**src/rtl/vga_timing_if.sv**
```systemverilog
// Bus between the VGA timing generator and its pixel source / display sink.
//   master : timing generator side (takes en, rgb_in; drives timing and colour)
//   slave  : user side (drives en, rgb_in; observes timing and colour)
// Signals:
//   en          run enable
//   rgb_in      pixel colour {r,g,b} for the current x,y
//   pix_en      one-clk pixel tick
//   x, y        current horizontal / vertical count
//   active      visible-area flag
//   line_start  pixel tick at x==0
//   frame_start pixel tick at x==0,y==0
//   hsync/vsync registered sync pulses
//   r, g, b     registered colour channels
interface vga_timing_if #(
  parameter int unsigned XW      = 10,
  parameter int unsigned YW      = 10,
  parameter int unsigned COLOR_W = 4
);
  logic                   en;
  logic [3*COLOR_W-1:0]   rgb_in;
  logic                   pix_en;
  logic [XW-1:0]          x;
  logic [YW-1:0]          y;
  logic                   active;
  logic                   line_start;
  logic                   frame_start;
  logic                   hsync;
  logic                   vsync;
  logic [COLOR_W-1:0]     r;
  logic [COLOR_W-1:0]     g;
  logic [COLOR_W-1:0]     b;

  modport master (
    input  en, rgb_in,
    output pix_en, x, y, active, line_start, frame_start,
           hsync, vsync, r, g, b
  );

  modport slave (
    output en, rgb_in,
    input  pix_en, x, y, active, line_start, frame_start,
           hsync, vsync, r, g, b
  );
endinterface

```
**src/rtl/vga_timing_gen.sv**
```systemverilog
// VGA timing generator: pixel-clock divider, h/v raster counters, registered
// sync pulses and a one-pixel colour pipeline gated by the visible area.
// Ports:
//   clk   single system clock, all state on its rising edge
//   reset synchronous, active-high; restarts at pixel (0,0)
//   bus   vga_timing_if.master (en, rgb_in in; pix_en, x, y, active,
//         line_start, frame_start, hsync, vsync, r, g, b out)
// pix_en, x, y, active, line_start and frame_start are combinational from the
// counters; hsync, vsync, r, g, b are registered one clk after the pixel tick.
module vga_timing_gen #(
  parameter int unsigned H_ACTIVE = 640,
  parameter int unsigned H_FP     = 16,
  parameter int unsigned H_SYNC   = 96,
  parameter int unsigned H_BP     = 48,
  parameter int unsigned V_ACTIVE = 480,
  parameter int unsigned V_FP     = 10,
  parameter int unsigned V_SYNC   = 2,
  parameter int unsigned V_BP     = 33,
  parameter bit          HS_POL   = 1'b0,
  parameter bit          VS_POL   = 1'b0,
  parameter int unsigned CLK_DIV  = 2,
  parameter int unsigned COLOR_W  = 4
) (
  input  logic          clk,
  input  logic          reset,
  vga_timing_if.master  bus
);

  localparam int unsigned H_TOTAL = H_ACTIVE + H_FP + H_SYNC + H_BP;
  localparam int unsigned V_TOTAL = V_ACTIVE + V_FP + V_SYNC + V_BP;
  localparam int unsigned XW      = $clog2(H_TOTAL);
  localparam int unsigned YW      = $clog2(V_TOTAL);
  localparam int unsigned DW      = (CLK_DIV > 1) ? $clog2(CLK_DIV) : 1;

  localparam logic [DW-1:0] DIV_LAST = DW'(CLK_DIV - 1);
  localparam logic [XW-1:0] H_LAST   = XW'(H_TOTAL - 1);
  localparam logic [YW-1:0] V_LAST   = YW'(V_TOTAL - 1);

  // One extra bit so sync-window bounds equal to H_TOTAL/V_TOTAL still fit.
  localparam logic [XW:0] H_ACT    = (XW+1)'(H_ACTIVE);
  localparam logic [XW:0] HS_START = (XW+1)'(H_ACTIVE + H_FP);
  localparam logic [XW:0] HS_END   = (XW+1)'(H_ACTIVE + H_FP + H_SYNC);
  localparam logic [YW:0] V_ACT    = (YW+1)'(V_ACTIVE);
  localparam logic [YW:0] VS_START = (YW+1)'(V_ACTIVE + V_FP);
  localparam logic [YW:0] VS_END   = (YW+1)'(V_ACTIVE + V_FP + V_SYNC);

  logic [DW-1:0]      div_q, div_d;
  logic [XW-1:0]      h_q, h_d;
  logic [YW-1:0]      v_q, v_d;
  logic               hsync_q, hsync_d;
  logic               vsync_q, vsync_d;
  logic [COLOR_W-1:0] r_q, r_d;
  logic [COLOR_W-1:0] g_q, g_d;
  logic [COLOR_W-1:0] b_q, b_d;

  logic pix_en_c;
  logic active_c;
  logic h_last_c;
  logic v_last_c;
  logic hs_win_c;
  logic vs_win_c;

  // Raster decode from the current counters.
  always_comb begin
    pix_en_c = bus.en && (div_q == DIV_LAST);
    h_last_c = (h_q == H_LAST);
    v_last_c = (v_q == V_LAST);
    active_c = ({1'b0, h_q} < H_ACT) && ({1'b0, v_q} < V_ACT);
    hs_win_c = ({1'b0, h_q} >= HS_START) && ({1'b0, h_q} < HS_END);
    vs_win_c = ({1'b0, v_q} >= VS_START) && ({1'b0, v_q} < VS_END);
  end

  // Next-state: everything holds unless enabled; counters and the output
  // pipeline only move on the pixel tick.
  always_comb begin
    div_d   = div_q;
    h_d     = h_q;
    v_d     = v_q;
    hsync_d = hsync_q;
    vsync_d = vsync_q;
    r_d     = r_q;
    g_d     = g_q;
    b_d     = b_q;

    if (bus.en) begin
      div_d = (div_q == DIV_LAST) ? '0 : div_q + DW'(1);
    end

    if (pix_en_c) begin
      h_d = h_last_c ? '0 : h_q + XW'(1);
      if (h_last_c) begin
        v_d = v_last_c ? '0 : v_q + YW'(1);
      end
      hsync_d = hs_win_c ? HS_POL : ~HS_POL;
      vsync_d = vs_win_c ? VS_POL : ~VS_POL;
      if (active_c) begin
        r_d = bus.rgb_in[3*COLOR_W-1:2*COLOR_W];
        g_d = bus.rgb_in[2*COLOR_W-1:COLOR_W];
        b_d = bus.rgb_in[COLOR_W-1:0];
      end else begin
        r_d = '0;
        g_d = '0;
        b_d = '0;
      end
    end
  end

  // State register; reset wins over enable and restarts at pixel (0,0).
  always_ff @(posedge clk) begin
    if (reset) begin
      div_q   <= '0;
      h_q     <= '0;
      v_q     <= '0;
      hsync_q <= ~HS_POL;
      vsync_q <= ~VS_POL;
      r_q     <= '0;
      g_q     <= '0;
      b_q     <= '0;
    end else begin
      div_q   <= div_d;
      h_q     <= h_d;
      v_q     <= v_d;
      hsync_q <= hsync_d;
      vsync_q <= vsync_d;
      r_q     <= r_d;
      g_q     <= g_d;
      b_q     <= b_d;
    end
  end

  assign bus.pix_en      = pix_en_c;
  assign bus.x           = h_q;
  assign bus.y           = v_q;
  assign bus.active      = active_c;
  assign bus.line_start  = pix_en_c && (h_q == '0);
  assign bus.frame_start = pix_en_c && (h_q == '0) && (v_q == '0);
  assign bus.hsync       = hsync_q;
  assign bus.vsync       = vsync_q;
  assign bus.r           = r_q;
  assign bus.g           = g_q;
  assign bus.b           = b_q;

endmodule

```
**src/flat_wrapper.sv**
```systemverilog
// flat-port wrapper written by rule: the top's interface ports become plain ports
module vga_timing_gen_flat 
#(
  parameter int unsigned H_ACTIVE = 640,
  parameter int unsigned H_FP     = 16,
  parameter int unsigned H_SYNC   = 96,
  parameter int unsigned H_BP     = 48,
  parameter int unsigned V_ACTIVE = 480,
  parameter int unsigned V_FP     = 10,
  parameter int unsigned V_SYNC   = 2,
  parameter int unsigned V_BP     = 33,
  parameter bit          HS_POL   = 1'b0,
  parameter bit          VS_POL   = 1'b0,
  parameter int unsigned CLK_DIV  = 2,
  parameter int unsigned COLOR_W  = 4
)
  (clk, reset, bus_en, bus_rgb_in, bus_pix_en, bus_x, bus_y, bus_active, bus_line_start, bus_frame_start, bus_hsync, bus_vsync, bus_r, bus_g, bus_b);
  vga_timing_if #(.COLOR_W(COLOR_W)) bus_i ();
  input  logic clk;
  input  logic reset;
  input wire logic [$bits(bus_i.en)-1:0] bus_en;
  input wire logic [$bits(bus_i.rgb_in)-1:0] bus_rgb_in;
  output wire logic [$bits(bus_i.pix_en)-1:0] bus_pix_en;
  output wire logic [$bits(bus_i.x)-1:0] bus_x;
  output wire logic [$bits(bus_i.y)-1:0] bus_y;
  output wire logic [$bits(bus_i.active)-1:0] bus_active;
  output wire logic [$bits(bus_i.line_start)-1:0] bus_line_start;
  output wire logic [$bits(bus_i.frame_start)-1:0] bus_frame_start;
  output wire logic [$bits(bus_i.hsync)-1:0] bus_hsync;
  output wire logic [$bits(bus_i.vsync)-1:0] bus_vsync;
  output wire logic [$bits(bus_i.r)-1:0] bus_r;
  output wire logic [$bits(bus_i.g)-1:0] bus_g;
  output wire logic [$bits(bus_i.b)-1:0] bus_b;
  assign bus_i.en = bus_en;
  assign bus_i.rgb_in = bus_rgb_in;
  assign bus_pix_en = bus_i.pix_en;
  assign bus_x = bus_i.x;
  assign bus_y = bus_i.y;
  assign bus_active = bus_i.active;
  assign bus_line_start = bus_i.line_start;
  assign bus_frame_start = bus_i.frame_start;
  assign bus_hsync = bus_i.hsync;
  assign bus_vsync = bus_i.vsync;
  assign bus_r = bus_i.r;
  assign bus_g = bus_i.g;
  assign bus_b = bus_i.b;
  vga_timing_gen #(.H_ACTIVE(H_ACTIVE), .H_FP(H_FP), .H_SYNC(H_SYNC), .H_BP(H_BP), .V_ACTIVE(V_ACTIVE), .V_FP(V_FP), .V_SYNC(V_SYNC), .V_BP(V_BP), .HS_POL(HS_POL), .VS_POL(VS_POL), .CLK_DIV(CLK_DIV), .COLOR_W(COLOR_W)) u_core (.clk(clk), .reset(reset), .bus(bus_i));
endmodule
```
**config.mk**
```make
export PLATFORM = sky130hd
export DESIGN_NAME = vga_timing_gen_flat
export DESIGN_NICKNAME = d
export VERILOG_FILES = /design/src/rtl/vga_timing_if.sv /design/src/rtl/vga_timing_gen.sv /design/src/flat_wrapper.sv
export SDC_FILE = /design/constraint.sdc
export NUM_CORES = 1
export LEC_CHECK = 0
export ABC_AREA = 1
export CAP_MARGIN = 25
export CORE_ASPECT_RATIO = 1.2
export CORE_MARGIN = 10
export CORE_UTILIZATION = 42
export DETAILED_ROUTE_END_ITERATION = 16
export GPL_TIMING_DRIVEN = 0
export PLACE_DENSITY = 0.75
export REMOVE_ABC_BUFFERS = 1
export SYNTH_ARGS = -nofsm -noshare
export SYNTH_HDL_FRONTEND = slang
export SYNTH_SLANG_ARGS = --single-unit
```
**constraint.sdc**
```tcl
create_clock -name clk -period 1.3 [get_ports clk]
set_input_delay 0.26 -clock clk [delete_from_list [all_inputs] [get_ports clk]]
set_output_delay 0.26 -clock clk [all_outputs]
set_load 0.005 [all_outputs]
```
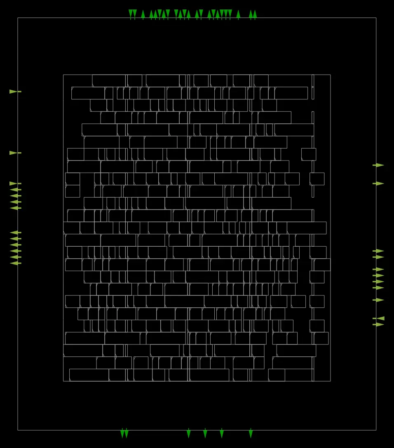
placed.png
core area: 4040 µm²
Taps Inserted: 54
fill count: 281
sequential share of cell area: 24.8%
Final Non-Filler Cells: 406

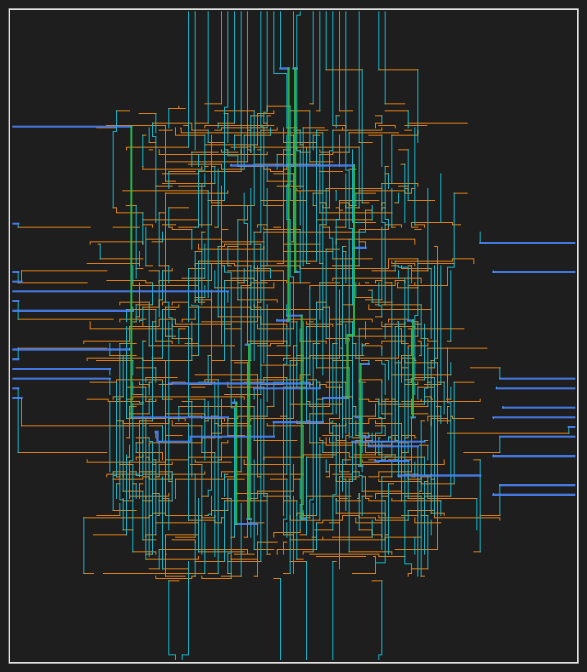
layers.png
layer	color	wire length
M1	orange	2390 µm
M3	blue	364 µm
M2	cyan	3440 µm
M4	green	236 µm

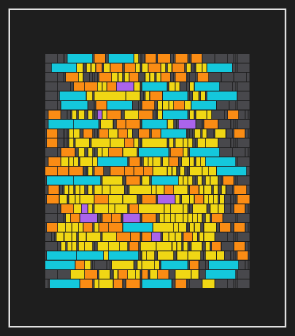
class_map.png
Fill, decap, tap and diode cells in gray.
class	color	cells
remaining logic cells	yellow	213
clock drivers and dummy loads	purple	8
registers	cyan	35
remaining buffers and delay cells	orange	96

==> Slide: Implementation Results <==
Run Summary

Detailed routing
  • Vias/cell: 5.02
  • Initial DRC count: 151
  • Met1 wire length: 2390 µm
  • Highest Signal Layer: met4
  • DRT Pass-1 Iters: 4

Yosys
  • Xor+xnor area frac: 1.96%
  • Area leader, netlist: dfxtp_1
  • Avg Cell Area, Syn: 7.08 µm²
  • Yosys top cell by instances: nand2_1
  • Post-synthesis async set-or-reset flop share: 0%
  • Mapped Cells: 253
  • Synthesized cell area: 1790 µm²
  • Area share, top type: 39.1%

Clock tree
  • Cts repair resizes: 123
  • Clk slew on worst S/H paths: 0.07 ns
  • CTS buffer count: 5
  • H-tree depth: 2
  • Clock Sink Count: 35

Die
  • Die Y-Extent: 91.5 µm
  • I/O pin count: 53

Worst hold path
  • Hold endpoint: u_core.div_q$_SDFFE_PP0P_
  • Hold Path Depth: 3

Setup path
  • Largest delay share family, worst path: simple AND/OR/NAND/NOR gates
  • Setup crit end kind: output pin
  • Slowest cell on the critical path: dfxtp_4
  • Setup crit end: bus_frame_start
  • Reg2reg path depth: 10
  • CP bufs+invs: 3

Placed design
  • PortBufs: 52
  • Detailed placement HPWL: 3580 µm
  • Area of placed instances: 2350 µm²

Power and ir drop
  • Combinational power share: 11.5%
  • Pwr dens: 683 nW/µm²
  • Psw: 532 µW
  • Seq power: 1080 µW
  • Pwr top: sequential cells

Final layout
  • Nets: 371
  • Comb gate area: 1180 µm²
  • Commonest Layout Cell: nand2_1
  • Count of clock buffers in the final design: 6
  • Number of non-clock buffers: 96
  • Flops: 35
  • Final Cell Area: 3070 µm²
  • #MultiIn Comb: 184
  • Util after Layout: 76.2%
  • Leading cell kind: logic gates

STA
  • Max-slew violations: 0
  • TNS Setup: -5.57 ns
  • Max Clk Rate: 601 MHz
  • Slew margin rel.: 57.1%
  • Fin worst setup slack: -0.365 ns
  • Final Skew: 0.00551 ns
  • WHS: 0.436 ns
  • Slew @ Worst Pin: 0.643 ns
  • Setup-failing EPs final: 24

Global route
  • First-pass GRT wire length: 9120 µm
  • Total GRT Usage: 15.5%
  • Overflow after GRT: 0

Run status
  • Outcome: complete, but fails checks
  • Violated checks: negative setup slack

Run
  • Tool Warnings: 30
No activity file was given, so power comes from the tool's default toggle rates.
